File: src/rtl/main_fsm_controller_pkg.sv
// Shared constants for the multicycle RISC-V main controller: state
// encoding, ALU operation codes, datapath mux selects and opcodes.
package main_fsm_controller_pkg;

  // FSM state encoding (4-bit, kept as plain constants for legacy tools)
  localparam logic [3:0] S_FETCH    = 4'd0;
  localparam logic [3:0] S_DECODE   = 4'd1;
  localparam logic [3:0] S_MEMADR   = 4'd2;
  localparam logic [3:0] S_MEMREAD  = 4'd3;
  localparam logic [3:0] S_MEMWB    = 4'd4;
  localparam logic [3:0] S_MEMWRITE = 4'd5;
  localparam logic [3:0] S_EXECR    = 4'd6;
  localparam logic [3:0] S_EXECI    = 4'd7;
  localparam logic [3:0] S_ALUWB    = 4'd8;
  localparam logic [3:0] S_BRANCH   = 4'd9;
  localparam logic [3:0] S_JAL      = 4'd10;
  localparam logic [3:0] S_JALR     = 4'd11;
  localparam logic [3:0] S_JALR2    = 4'd12;
  localparam logic [3:0] S_HALT     = 4'd13;

  // ALU operation codes
  localparam logic [3:0] ALU_ADD  = 4'b0000;
  localparam logic [3:0] ALU_SUB  = 4'b0001;
  localparam logic [3:0] ALU_AND  = 4'b0010;
  localparam logic [3:0] ALU_OR   = 4'b0011;
  localparam logic [3:0] ALU_XOR  = 4'b0100;
  localparam logic [3:0] ALU_SLT  = 4'b0101;
  localparam logic [3:0] ALU_SLTU = 4'b0110;
  localparam logic [3:0] ALU_SLL  = 4'b0111;
  localparam logic [3:0] ALU_SRL  = 4'b1000;
  localparam logic [3:0] ALU_SRA  = 4'b1001;

  // Class of ALU decode requested by the FSM
  typedef enum logic [1:0] {
    CLASS_ADD = 2'b00,
    CLASS_SUB = 2'b01,
    CLASS_R   = 2'b10,
    CLASS_I   = 2'b11
  } alu_class_t;

  // Mux select encodings
  localparam logic [1:0] SRCA_PC     = 2'b00;
  localparam logic [1:0] SRCA_OLDPC  = 2'b01;
  localparam logic [1:0] SRCA_A      = 2'b10;
  localparam logic [1:0] SRCB_WDATA  = 2'b00;
  localparam logic [1:0] SRCB_IMM    = 2'b01;
  localparam logic [1:0] SRCB_FOUR   = 2'b10;
  localparam logic [1:0] RES_ALUOUT  = 2'b00;
  localparam logic [1:0] RES_DATA    = 2'b01;
  localparam logic [1:0] RES_ALURES  = 2'b10;
  localparam logic [1:0] IMM_I       = 2'b00;
  localparam logic [1:0] IMM_S       = 2'b01;
  localparam logic [1:0] IMM_B       = 2'b10;
  localparam logic [1:0] IMM_J       = 2'b11;
  localparam logic [2:0] SIZE_WORD   = 3'b010;

  // Opcodes
  localparam logic [6:0] OP_LOAD   = 7'b0000011;
  localparam logic [6:0] OP_STORE  = 7'b0100011;
  localparam logic [6:0] OP_RTYPE  = 7'b0110011;
  localparam logic [6:0] OP_ITYPE  = 7'b0010011;
  localparam logic [6:0] OP_BRANCH = 7'b1100011;
  localparam logic [6:0] OP_JAL    = 7'b1101111;
  localparam logic [6:0] OP_JALR   = 7'b1100111;

  // Branch condition from the SUB flags of rs1 - rs2
  function automatic logic branch_taken(input logic [2:0] funct3, input logic zero,
                                        input logic cout, input logic overflow,
                                        input logic sign);
    logic taken;
    taken = 1'b0;
    case (funct3)
      3'b000:  taken = zero;
      3'b001:  taken = !zero;
      3'b100:  taken = sign ^ overflow;
      3'b101:  taken = !(sign ^ overflow);
      3'b110:  taken = !cout;
      3'b111:  taken = cout;
      default: taken = 1'b0;
    endcase
    return taken;
  endfunction

endpackage

File: src/rtl/main_fsm_controller_alu_decoder.sv
// Combinational ALU decoder: maps the FSM's requested class plus
// funct3/funct7 onto an ALU operation code.
module alu_decoder
  import main_fsm_controller_pkg::*;
(
  input  alu_class_t  alu_class,
  input  logic [2:0]  funct3,
  input  logic        funct7,
  output logic [3:0]  alu_control
);

  // R-type honours funct7 for SUB/SRA; I-type only for SRAI
  always_comb begin
    alu_control = ALU_ADD;
    case (alu_class)
      CLASS_ADD: alu_control = ALU_ADD;
      CLASS_SUB: alu_control = ALU_SUB;
      CLASS_R, CLASS_I: begin
        case (funct3)
          3'b000:  alu_control = (alu_class == CLASS_R && funct7) ? ALU_SUB : ALU_ADD;
          3'b001:  alu_control = ALU_SLL;
          3'b010:  alu_control = ALU_SLT;
          3'b011:  alu_control = ALU_SLTU;
          3'b100:  alu_control = ALU_XOR;
          3'b101:  alu_control = funct7 ? ALU_SRA : ALU_SRL;
          3'b110:  alu_control = ALU_OR;
          default: alu_control = ALU_AND;
        endcase
      end
      default: alu_control = ALU_ADD;
    endcase
  end

endmodule

File: src/rtl/main_fsm_controller.sv
// Moore main controller for a multicycle RISC-V datapath. Sequences
// fetch/decode/execute/writeback and traps on unknown opcodes.
module main_fsm_controller
  import main_fsm_controller_pkg::*;
(
  input  logic       CLK,
  input  logic       RESET,
  input  logic [6:0] OP,
  input  logic [2:0] funct3,
  input  logic       funct7,
  input  logic       Zero,
  input  logic       cout,
  input  logic       overflow,
  input  logic       sign,
  output logic [1:0] ALUSrcA,
  output logic [1:0] ALUSrcB,
  output logic [1:0] ImmSrc,
  output logic [1:0] ResultSrc,
  output logic [3:0] ALUControl,
  output logic       AdrSrc,
  output logic       PCWrite,
  output logic       MemWrite,
  output logic       RegWrite,
  output logic       IRWrite,
  output logic [2:0] size,
  output logic       halted,
  output logic [3:0] state
);

  logic [3:0] state_q;
  logic [3:0] next_state;
  alu_class_t alu_class;
  logic       pc_write_raw;
  logic       mem_write_raw;
  logic       reg_write_raw;
  logic       ir_write_raw;

  // State register; reset wins from any state, even mid-instruction
  always_ff @(posedge CLK) begin
    if (!RESET) state_q <= S_FETCH;
    else        state_q <= next_state;
  end

  // Per-state outputs and next-state selection
  always_comb begin
    next_state    = state_q;
    ALUSrcA       = SRCA_PC;
    ALUSrcB       = SRCB_WDATA;
    ImmSrc        = IMM_I;
    ResultSrc     = RES_ALUOUT;
    AdrSrc        = 1'b0;
    alu_class     = CLASS_ADD;
    pc_write_raw  = 1'b0;
    mem_write_raw = 1'b0;
    reg_write_raw = 1'b0;
    ir_write_raw  = 1'b0;
    size          = SIZE_WORD;
    case (state_q)
      S_FETCH: begin
        ir_write_raw = 1'b1;
        ALUSrcB      = SRCB_FOUR;
        ResultSrc    = RES_ALURES;
        pc_write_raw = 1'b1;
        next_state   = S_DECODE;
      end
      S_DECODE: begin
        ALUSrcA = SRCA_OLDPC;
        ALUSrcB = SRCB_IMM;
        ImmSrc  = (OP == OP_JAL) ? IMM_J : IMM_B;
        case (OP)
          OP_LOAD, OP_STORE: next_state = S_MEMADR;
          OP_RTYPE:          next_state = S_EXECR;
          OP_ITYPE:          next_state = S_EXECI;
          OP_BRANCH:         next_state = S_BRANCH;
          OP_JAL:            next_state = S_JAL;
          OP_JALR:           next_state = S_JALR;
          default:           next_state = S_HALT;
        endcase
      end
      S_MEMADR: begin
        ALUSrcA    = SRCA_A;
        ALUSrcB    = SRCB_IMM;
        ImmSrc     = (OP == OP_STORE) ? IMM_S : IMM_I;
        next_state = (OP == OP_STORE) ? S_MEMWRITE : S_MEMREAD;
      end
      S_MEMREAD: begin
        AdrSrc     = 1'b1;
        size       = funct3;
        next_state = S_MEMWB;
      end
      S_MEMWB: begin
        ResultSrc     = RES_DATA;
        reg_write_raw = 1'b1;
        size          = funct3;
        next_state    = S_FETCH;
      end
      S_MEMWRITE: begin
        AdrSrc        = 1'b1;
        mem_write_raw = 1'b1;
        size          = funct3;
        next_state    = S_FETCH;
      end
      S_EXECR: begin
        ALUSrcA    = SRCA_A;
        alu_class  = CLASS_R;
        next_state = S_ALUWB;
      end
      S_EXECI: begin
        ALUSrcA    = SRCA_A;
        ALUSrcB    = SRCB_IMM;
        alu_class  = CLASS_I;
        next_state = S_ALUWB;
      end
      S_ALUWB: begin
        reg_write_raw = 1'b1;
        next_state    = S_FETCH;
      end
      S_BRANCH: begin
        ALUSrcA      = SRCA_A;
        alu_class    = CLASS_SUB;
        pc_write_raw = branch_taken(funct3, Zero, cout, overflow, sign);
        next_state   = S_FETCH;
      end
      S_JAL, S_JALR2: begin
        ALUSrcA      = SRCA_OLDPC;
        ALUSrcB      = SRCB_FOUR;
        pc_write_raw = 1'b1;
        next_state   = S_ALUWB;
      end
      S_JALR: begin
        ALUSrcA    = SRCA_A;
        ALUSrcB    = SRCB_IMM;
        next_state = S_JALR2;
      end
      S_HALT: next_state = S_HALT;
      default: next_state = S_HALT;
    endcase
  end

  alu_decoder u_alu_decoder (
    .alu_class   (alu_class),
    .funct3      (funct3),
    .funct7      (funct7),
    .alu_control (ALUControl)
  );

  // Architectural enables and the trap flag are suppressed while reset is held
  always_comb begin
    PCWrite  = pc_write_raw  & RESET;
    MemWrite = mem_write_raw & RESET;
    RegWrite = reg_write_raw & RESET;
    IRWrite  = ir_write_raw  & RESET;
    halted   = (state_q == S_HALT) & RESET;
  end

  assign state = state_q;

endmodule

File: config.mk
export PLATFORM = sky130hd
export DESIGN_NAME = main_fsm_controller
export DESIGN_NICKNAME = d
export VERILOG_FILES = /design/src/rtl/main_fsm_controller_pkg.sv /design/src/rtl/main_fsm_controller_alu_decoder.sv /design/src/rtl/main_fsm_controller.sv
export SDC_FILE = /design/constraint.sdc
export NUM_CORES = 1
export LEC_CHECK = 0
export CORE_AREA = 4 4 56 58
export CTS_BUF_LIST = sky130_fd_sc_hd__clkbuf_8
export DETAILED_ROUTE_END_ITERATION = 8
export DIE_AREA = 0 0 60 62
export HOLD_SLACK_MARGIN = 0.1
export PLACE_DENSITY_LB_ADDON = 0.1
export SLEW_MARGIN = 10
export SYNTH_ARGS = -nofsm -noshare
export SYNTH_HDL_FRONTEND = slang
export SYNTH_SLANG_ARGS = --single-unit
File: constraint.sdc
create_clock -name CLK -period 4.64 [get_ports CLK]
set_clock_uncertainty 0.2 [all_clocks]
set_input_delay 0.928 -clock CLK [delete_from_list [all_inputs] [get_ports CLK]]
set_output_delay 0.928 -clock CLK [all_outputs]
set_load 0.02 [all_outputs]
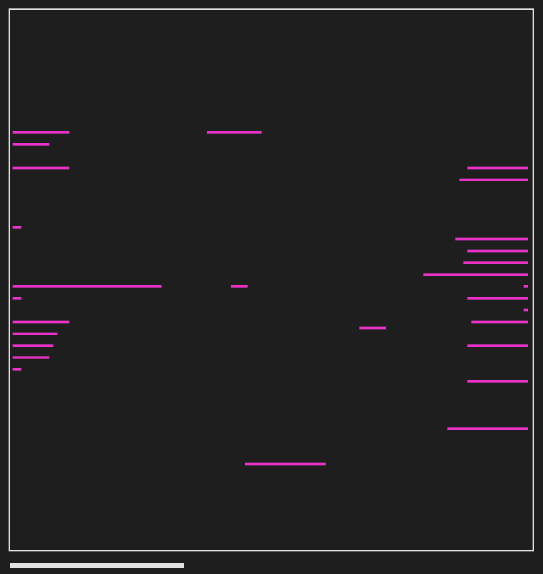
Run 1: M3 wires
Bar = 20 um.
The layer holds 7.2% of the routed length. The wires run mostly horizontal.

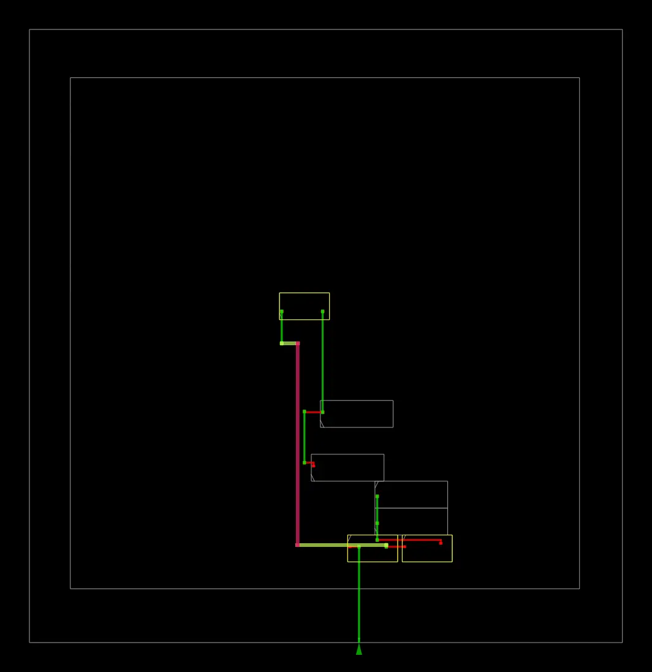
Run 1: the clock network
Clk power: 0.0737 mW
Seq cells: 4
# clk buffers: 3

==> impl_metrics.env, run 1 <==
# source this file to load flow results
export IMPL_cts_made_buffers=3
export IMPL_crit_top_cell="clkdlybuf4s50_1"
export IMPL_p_int_mw=0.2758
export IMPL_p_leak_nw=0.4143
export IMPL_flop_cell="dfxtp_1"
export IMPL_setup_viol=0
export IMPL_fp_nets=124
export IMPL_ys_seq_share_pct=11.15
export IMPL_gp_congestion=0.8013
export IMPL_grt_pass1_wl_mm=3.463
export IMPL_grt_max_degree=18
export IMPL_powerDensity_nw_per_um2=446.1
export IMPL_power_mw=0.5135
export IMPL_fp_dieW_um=60
export IMPL_vias_per_cell=5.220
export IMPL_swShare_pct=46.29
export IMPL_required_ns=3.51
export IMPL_postLayoutCellArea_sq_um=1151
export IMPL_hold_violations=0
export IMPL_drt_pass1_iterations=4
export IMPL_max_stage_delay_ns=0.66
export IMPL_finalClockPeriodUsage_pct=84.82
export IMPL_antenna_found_initial=0
export IMPL_dp_cells=170
export IMPL_path_cells="clkdlybuf4s50_1 -> xnor2_1 -> and3_1 -> a311oi_1 -> o21ai_0 -> clkdlybuf4s50_1"
export IMPL_reg2reg_to="state[0]$_SDFF_PN0_"
export IMPL_hold_path_class="reg2reg"
export IMPL_logic_family="simple AND/OR/NAND/NOR gates"
export IMPL_vdd_drop_max_uv=216.8
export IMPL_outcome="complete, no violations"
export IMPL_simple_gate_share_pct=44.25
export IMPL_pwr_share_seq_pct=16.0
export IMPL_grt_use_total_pct=11.87
export IMPL_ys_types=41
export IMPL_fp_utilization_pct=26.97
export IMPL_synth_top_area_share_pct=11.15
export IMPL_timing_hold_ws_ns=0.5494
export IMPL_post_place_ws_ns=0.6922
export IMPL_num_io_pins=42
export IMPL_wl_mm=2.177
export IMPL_r2r_slack_ns=2.96
export IMPL_die_area_sq_um=3720
export IMPL_rsz0062_at_grt="false"
export IMPL_min_from="state[3]$_SDFF_PN0_"
export IMPL_critical_path_top_delay_family="buffers and inverters"
export IMPL_top_cells_by_area="dfxtp_1 (11%), nor2_1 (6.8%), xnor2_1 (6.1%)"
export IMPL_row_count=19
export IMPL_num_vias=903
export IMPL_maxCapViolCount=0
export IMPL_path_buffers=2
export IMPL_clock_root_buffer="clkbuf_8"
export IMPL_ys_sh_aoi_pct=24.22
export IMPL_stdcell_count=173
export IMPL_critPathLaunchType="primary input"
export IMPL_clockPowerShare_pct=14.3
export IMPL_postCtsSetupBuffers=0
export IMPL_crit_fanout=9
export IMPL_syn_area_sq_um=718.2
export IMPL_drive_above_1_share_pct=8.451
export IMPL_clock_latency_ns=0.22
export IMPL_fin_crit_ns=3.936
export IMPL_drv_slew=0
export IMPL_fin_setup_tns_ns=0
export IMPL_cpMaxStageDelayCell="clkdlybuf4s50_1"
export IMPL_io_buffers=41
export IMPL_enable_flop_cells=0
export IMPL_ys_async_sr_fraction_pct=0
export IMPL_crit_start="funct3[0]"
export IMPL_diodes=0
export IMPL_xor_share_pct=7.317
export IMPL_hpwl_mm=1.745
export IMPL_cts_reportedPaths_clkPinSlew_ns=0.03
export IMPL_netlist_instances=107
export IMPL_dpl_cell_area_sq_um=1110
export IMPL_largest_register_ffs=4
export IMPL_warning_count=26
export IMPL_post_route_util_pct=43.23
export IMPL_area_growth_pct=60.28
export IMPL_coreArea_sq_um=2663
export IMPL_cp_end_kind="output pin"
export IMPL_synth_seq_cells=4
export IMPL_hold_buffers=0
export IMPL_slew_headroom_pct=62.92
export IMPL_synth_avg_cell_area_sq_um=6.712
export IMPL_antenna_left=0
export IMPL_clockBufferDepth=2
export IMPL_top_area_cell="dfxtp_1"
export IMPL_ys_cells=107
export IMPL_cts_tree="built"
export IMPL_ys_sh_mux_pct=2.962
export IMPL_fin_nets=161
export IMPL_die_y_um=62
export IMPL_remaining_drc_errors=0
export IMPL_cts_htree_levels=1
export IMPL_drtIter0Drc=15
export IMPL_grt_pass1_vias=811
export IMPL_comb_power_share_pct=69.6
export IMPL_crit_type="in2out"
export IMPL_worstHoldPathCells=2
export IMPL_timing_final_ws_setup_ns=0.7044
export IMPL_wire_per_inst_um=12.58
export IMPL_yosysWarningCount=0
export IMPL_timing_rr_start="state[0]$_SDFF_PN0_"
export IMPL_reg2regPathDepth=5
export IMPL_critical_path_depth=6
export IMPL_p_sw_mw=0.2377
export IMPL_critPathCapture="PCWrite"
export IMPL_clock_fmax_ghz=0.2541
export IMPL_cts_sinks=4
export IMPL_yosysChipArea_sq_um=718.2
export IMPL_synthAdderAreaFrac_pct=0
export IMPL_cts_resized=0
export IMPL_cp_arrival_ns=2.81
export IMPL_hold_path_end="state[0]$_SDFF_PN0_"
export IMPL_worstMarginPinSlew_ns=0.5554
export IMPL_grt_ovfl_total=0
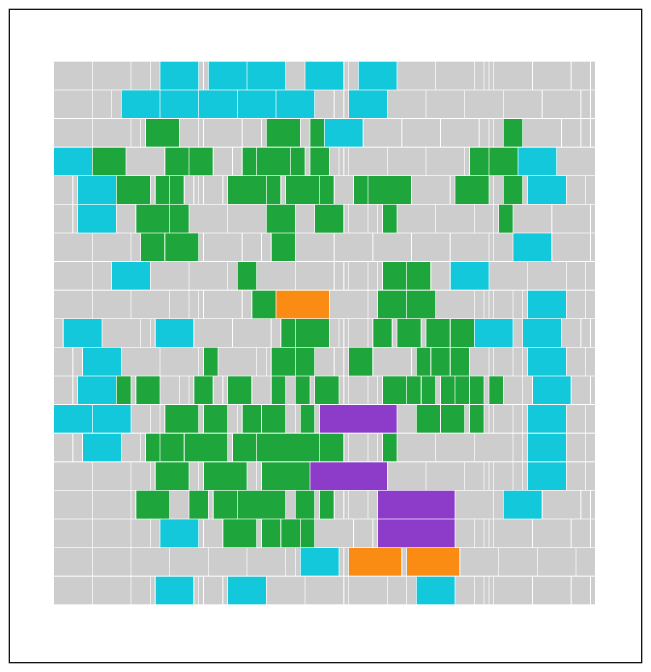
Run 1: cell classes on the final placement
Fill, decap, tap and diode cells in gray.
flops: drawn in purple, cells 4, share of their area 7.2%. other buffers and delay cells: drawn in cyan, cells 41, share of their area 37%. combinational and other logic: drawn in green, cells 94, share of their area 52%. clock drivers: drawn in orange, cells 3, share of their area 3.7%.

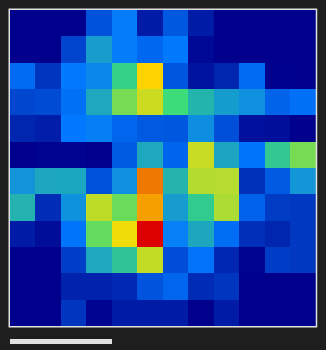
Run 1: routed metal per tile
Bar = 20 um. 12 x 12 tiles, from dark blue (low) to red (high), scaled to the fullest tile. Values are wire area over tile area, all layers added.
25% of the tiles are nearly empty. The fullest tile reaches 0.45. 11% of the tiles are over half the peak. The densest ninth of the die: center. The emptiest ninth of the die: lower right. The mean over all tiles is 0.094.

## run 1: area by class of cell
class | count | area (sq um)
tap | 31 | 38.79
inverter | 4 | 15.01
fill | 301 | 1511
timing repair buffer | 41 | 410.4
clock buffer | 3 | 41.29
multi-input combinational | 90 | 565.5
sequential | 4 | 80.08
## run 1: per-layer routing
layer | wire (um) | part of all wire [%] | GRT usage [%]
met3 | 157 | 7.2 | 1.860
met1 | 1036 | 48 | 16.67
met2 | 962 | 44 | 18.52
met4 | 20 | 0.92 | 3.797
met5 | 0 | 0 | 0
## run 1: cell usage in the layout, fill, tap and decap left out, types with 2 or more instances in the layout
cell	instances
clkdlybuf4s50_1	41
nor3_1	5
or3_1	2
nand4_1	5
nor2_1	13
o211ai_2	2
and3_1	2
nor2b_1	3
xnor2_1	5
nand2b_1	3
and2_1	4
o21ai_0	5
a21oi_1	4
o22ai_1	3
nand3_1	2
nand3b_1	2
inv_1	4
clkbuf_8	3
nand2_1	11
dfxtp_1	4
## run 1: power groups by stage
| stage | clock, mW | combinational (mW) | sequential [mW] |
|---|---|---|---|
| after CTS | 0.0754 | 0.361 | 0.0827 |
| final | 0.0737 | 0.358 | 0.0822 |
| after detailed placement | 0 | 0.359 | 0.0836 |
| after global routing | 0.0778 | 0.384 | 0.0893 |
| after floorplan | 0 | 0.226 | 0.0647 |
| after global placement | 0 | 0.360 | 0.0830 |
## run 1: synthesized netlist by cell type, drive strengths merged, types with 2 or more instances
master  number
and2         4
nand2b       3
buf          5
nor2b        3
and3         2
nor2        13
o211ai       2
nand2       11
inv          4
or3          2
xnor2        5
nand3b       2
dfxtp        4
nand4        5
nor3         5
o22ai        3
a21oi        4
nand3        2
clkbuf       4
o21ai        5
--- run 2 (diff from run 1) ---
Clock period 4.64 ns to 3.37 ns, I/O delays scaled along.
==> impl_metrics.env, run 2 <==
# source this file to load flow results
export IMPL_outcome="complete, no violations"
export IMPL_top_power_group="combinational logic"
export IMPL_r2r_slack_ns=1.70
export IMPL_wl_met2_mm=1.026
export IMPL_num_io_pins=42
export IMPL_cts_tree="built"
export IMPL_num_vias=924
export IMPL_slew_headroom_pct=64.21
export IMPL_netlist_instances=107
export IMPL_yosysMostFrequentCell="nor2_1"
export IMPL_row_count=19
export IMPL_warning_count=26
export IMPL_path_buffers=3
export IMPL_hpwl_mm=1.797
export IMPL_cp_arrival_ns=2.32
export IMPL_setup_viol=0
export IMPL_required_ns=2.50
export IMPL_clock_fmax_ghz=0.3131
export IMPL_cts_htree_levels=1
export IMPL_cpMaxStageDelayCell="clkdlybuf4s50_1"
export IMPL_hold_path_end="state[0]$_SDFF_PN0_"
export IMPL_ys_cells=107
export IMPL_top_layer="met3"
export IMPL_wl_mm=2.211
export IMPL_area_growth_pct=69.16
export IMPL_enable_flop_cells=0
export IMPL_die_y_um=62
export IMPL_top_area_cell="dfxtp_1"
export IMPL_ys_seq_share_pct=11.15
export IMPL_antenna_left=0
export IMPL_comb_power_mw=0.498
export IMPL_cp_end_kind="output pin"
export IMPL_finalClockPeriodUsage_pct=94.77
export IMPL_timing_hold_ws_ns=0.5519
export IMPL_drtIter0Drc=23
export IMPL_synth_avg_cell_area_sq_um=6.712
export IMPL_clockBufferDepth=2
export IMPL_ys_async_sr_fraction_pct=0
export IMPL_fin_crit_ns=3.194
export IMPL_gp_congestion=0.8034
export IMPL_io_buffers=41
export IMPL_max_stage_delay_ns=0.61
export IMPL_crit_type="in2out"
export IMPL_die_area_sq_um=3720
export IMPL_crit_start="funct3[0]"
export IMPL_logic_area_sq_um=571.8
export IMPL_met3_length_um=194
export IMPL_reg2regPathDepth=5
export IMPL_diodes=0
export IMPL_comb_power_share_pct=70.2
export IMPL_dpl_cell_area_sq_um=1162
export IMPL_coreArea_sq_um=2663
export IMPL_regArea_sq_um=80.08
export IMPL_fin_nets=168
export IMPL_antenna_found_initial=0
export IMPL_synth_top_area_share_pct=11.15
export IMPL_p_int_mw=0.3829
export IMPL_met3_usage_pct=2.893
export IMPL_largest_register_ffs=4
export IMPL_flop_cell="dfxtp_1"
export IMPL_yosysChipArea_sq_um=718.2
export IMPL_drt_pass1_iterations=4
export IMPL_fp_utilization_pct=26.97
export IMPL_drv_slew=0
export IMPL_drive_above_1_share_pct=13.42
export IMPL_fp_dieW_um=60
export IMPL_fill_cells=288
export IMPL_critPathLaunchType="primary input"
export IMPL_powerDensity_nw_per_um2=583.6
export IMPL_synthTopCellsByCount="nor2_1 (13), nand2_1 (11)"
export IMPL_clock_root_buffer="clkbuf_8"
export IMPL_clockPowerShare_pct=14.0
export IMPL_top_cells_by_area="dfxtp_1 (11%), nor2_1 (6.8%), xnor2_1 (6.1%)"
export IMPL_p_leak_nw=0.4811
export IMPL_hold_buffers=0
export IMPL_yosysWarningCount=0
export IMPL_crit_fanout=5
export IMPL_synth_seq_cells=4
export IMPL_grt_pass1_wl_mm=3.588
export IMPL_grt_use_total_pct=12.64
export IMPL_final_cell_mix="clkdlybuf4s50_1 (39), nor2_1 (13), nand2_1 (11), buf_4 (7)"
export IMPL_grt_max_degree=18
export IMPL_swShare_pct=46.00
export IMPL_top_usage_layer="met2"
export IMPL_reg2reg_to="state[0]$_SDFF_PN0_"
export IMPL_wl_met1_um=990
export IMPL_postLayoutCellArea_sq_um=1215
export IMPL_critical_path_top_delay_family="buffers and inverters"
export IMPL_pwr_share_seq_pct=15.8
export IMPL_rsz0062_at_grt="false"
export IMPL_fin_setup_tns_ns=0
export IMPL_hold_path_class="reg2reg"
export IMPL_min_from="state[3]$_SDFF_PN0_"
export IMPL_grt_ovfl_total=0
export IMPL_use_met1_pct=16.69
export IMPL_path_cells="clkdlybuf4s50_1 -> buf_4 -> nor2_1 -> xor2_1 -> nor2_1 -> clkdlybuf4s50_1"
export IMPL_remaining_drc_errors=0
export IMPL_grt_pass1_vias=833
export IMPL_lay_top_count="clkdlybuf4s50_1"
export IMPL_hold_violations=0
export IMPL_timing_rr_start="state[0]$_SDFF_PN0_"
export IMPL_cts_reportedPaths_clkPinSlew_ns=0.03
export IMPL_worstHoldPathCells=2
export IMPL_worstMarginPinSlew_ns=0.5361
export IMPL_use_met2_pct=20.06
export IMPL_p_seq_mw=0.112
export IMPL_wire_per_inst_um=12.28
export IMPL_vias_per_cell=5.133
export IMPL_maxCapViolCount=0
export IMPL_ys_types=41
export IMPL_vdd_drop_max_uv=417.8
export IMPL_p_sw_mw=0.3261
export IMPL_fp_nets=124
export IMPL_syn_area_sq_um=718.2
==> run 2: cell types whose count changed in the layout (fill, tap and decap cells not counted) <==
cell / previous run / this run
buf_4: 0 / 7
clkdlybuf4s50_1: 41 / 39
dlymetal6s2s_1: 0 / 2
nor4_1: 1 / 0
nor4_2: 0 / 1
==> run 2: logic make-up (layout without fill, tap and decap cells) <==
logic type,count (synthesis),after routing,synth area share [%]
and+or+nand+nor,59,59,44.25
AOI/OAI and AO/OA,23,23,24.22
buffers and inverters,13,55,10.10
xor gates and xnor gates,6,6,7.317
DFF,4,4,11.15
muxes,2,2,2.962
==> run 2: repair_timing <==
action | in CTS | in global routing
resized | 0 | 3
setup buffers | 0 | 0
setup endpoints to repair | 0 | 3
==> run 2: how the worst max path moves through the flow <==
stage,end,cells after the start
finish,ALUControl[2],6
global route,ALUControl[2],6
CTS,ALUControl[0],6
detailed placement,ALUControl[0],6
global placement,ALUControl[0],6
floorplan,PCWrite,4
==> run 2: metrics by stage <==
| step | cells | power [mW] | worst slack [ns] | utilization (%) |
|---|---|---|---|---|
| 2_1_floorplan | 107 | 0.3999 | 0.8096 | - |
| 3_3_place_gp | 177 | 0.6142 | 0.05165 | 43.66 |
| 3_5_place_dp | 177 | 0.6151 | 0.002854 | 43.66 |
| 4_1_cts | 180 | 0.7188 | 0.002315 | 45.21 |
| 5_1_grt | 180 | 0.7698 | 0.08475 | 45.63 |
| 6_report | 180 | 0.7091 | 0.1761 | 45.63 |
==> run 2: layout make-up <==
class                           instances  area share [%]
Inverter                                4           1.236
Sequential cell                         4           6.591
Multi-Input combinational cell         90           47.06
Tap cell                               31           3.193
Timing Repair Buffer                   48           38.52
Clock buffer                            3           3.399
==> run 2: tightest hold or removal path: stages (launching register included) <==
cell and delay, ns:
dfxtp_1 0.45, nand4_1 0.16, o211ai_2 0.08
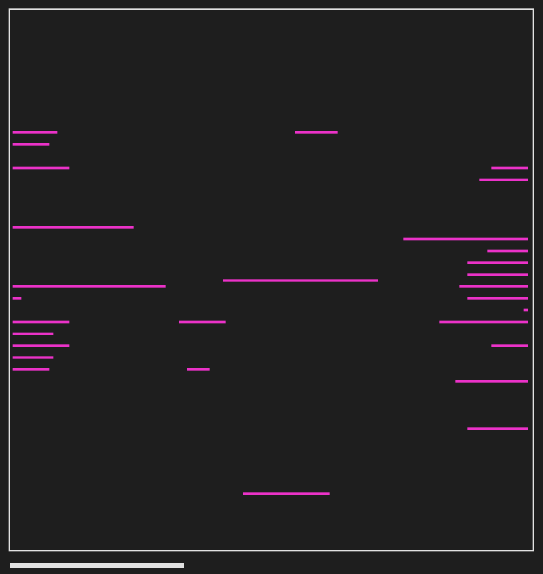
Run 2: M3 wires
Bar = 20 um.
28 nets have wire on it. The layer holds 8.8% of the routed length.

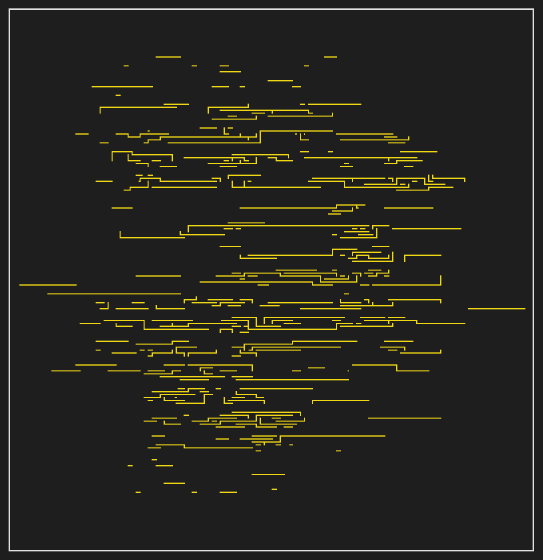
Run 2: M1 wires
The wires run mostly horizontal. The layer carries 990 um of wire. The longest straight run is 20.7 um. The layer holds 45% of the routed length. 134 nets have wire on it.

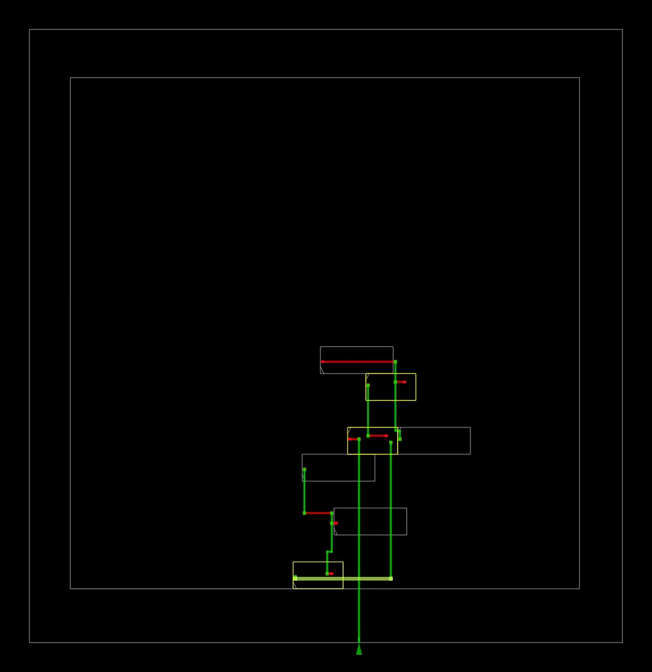
Run 2: the clock network
CTS Buf Count: 3
CTS sink cnt: 4
Clk power: 0.0990 mW
Worst-Skew Late Latency: 0.21 ns

No activity file was given, so power comes from the tool's default toggle rates.
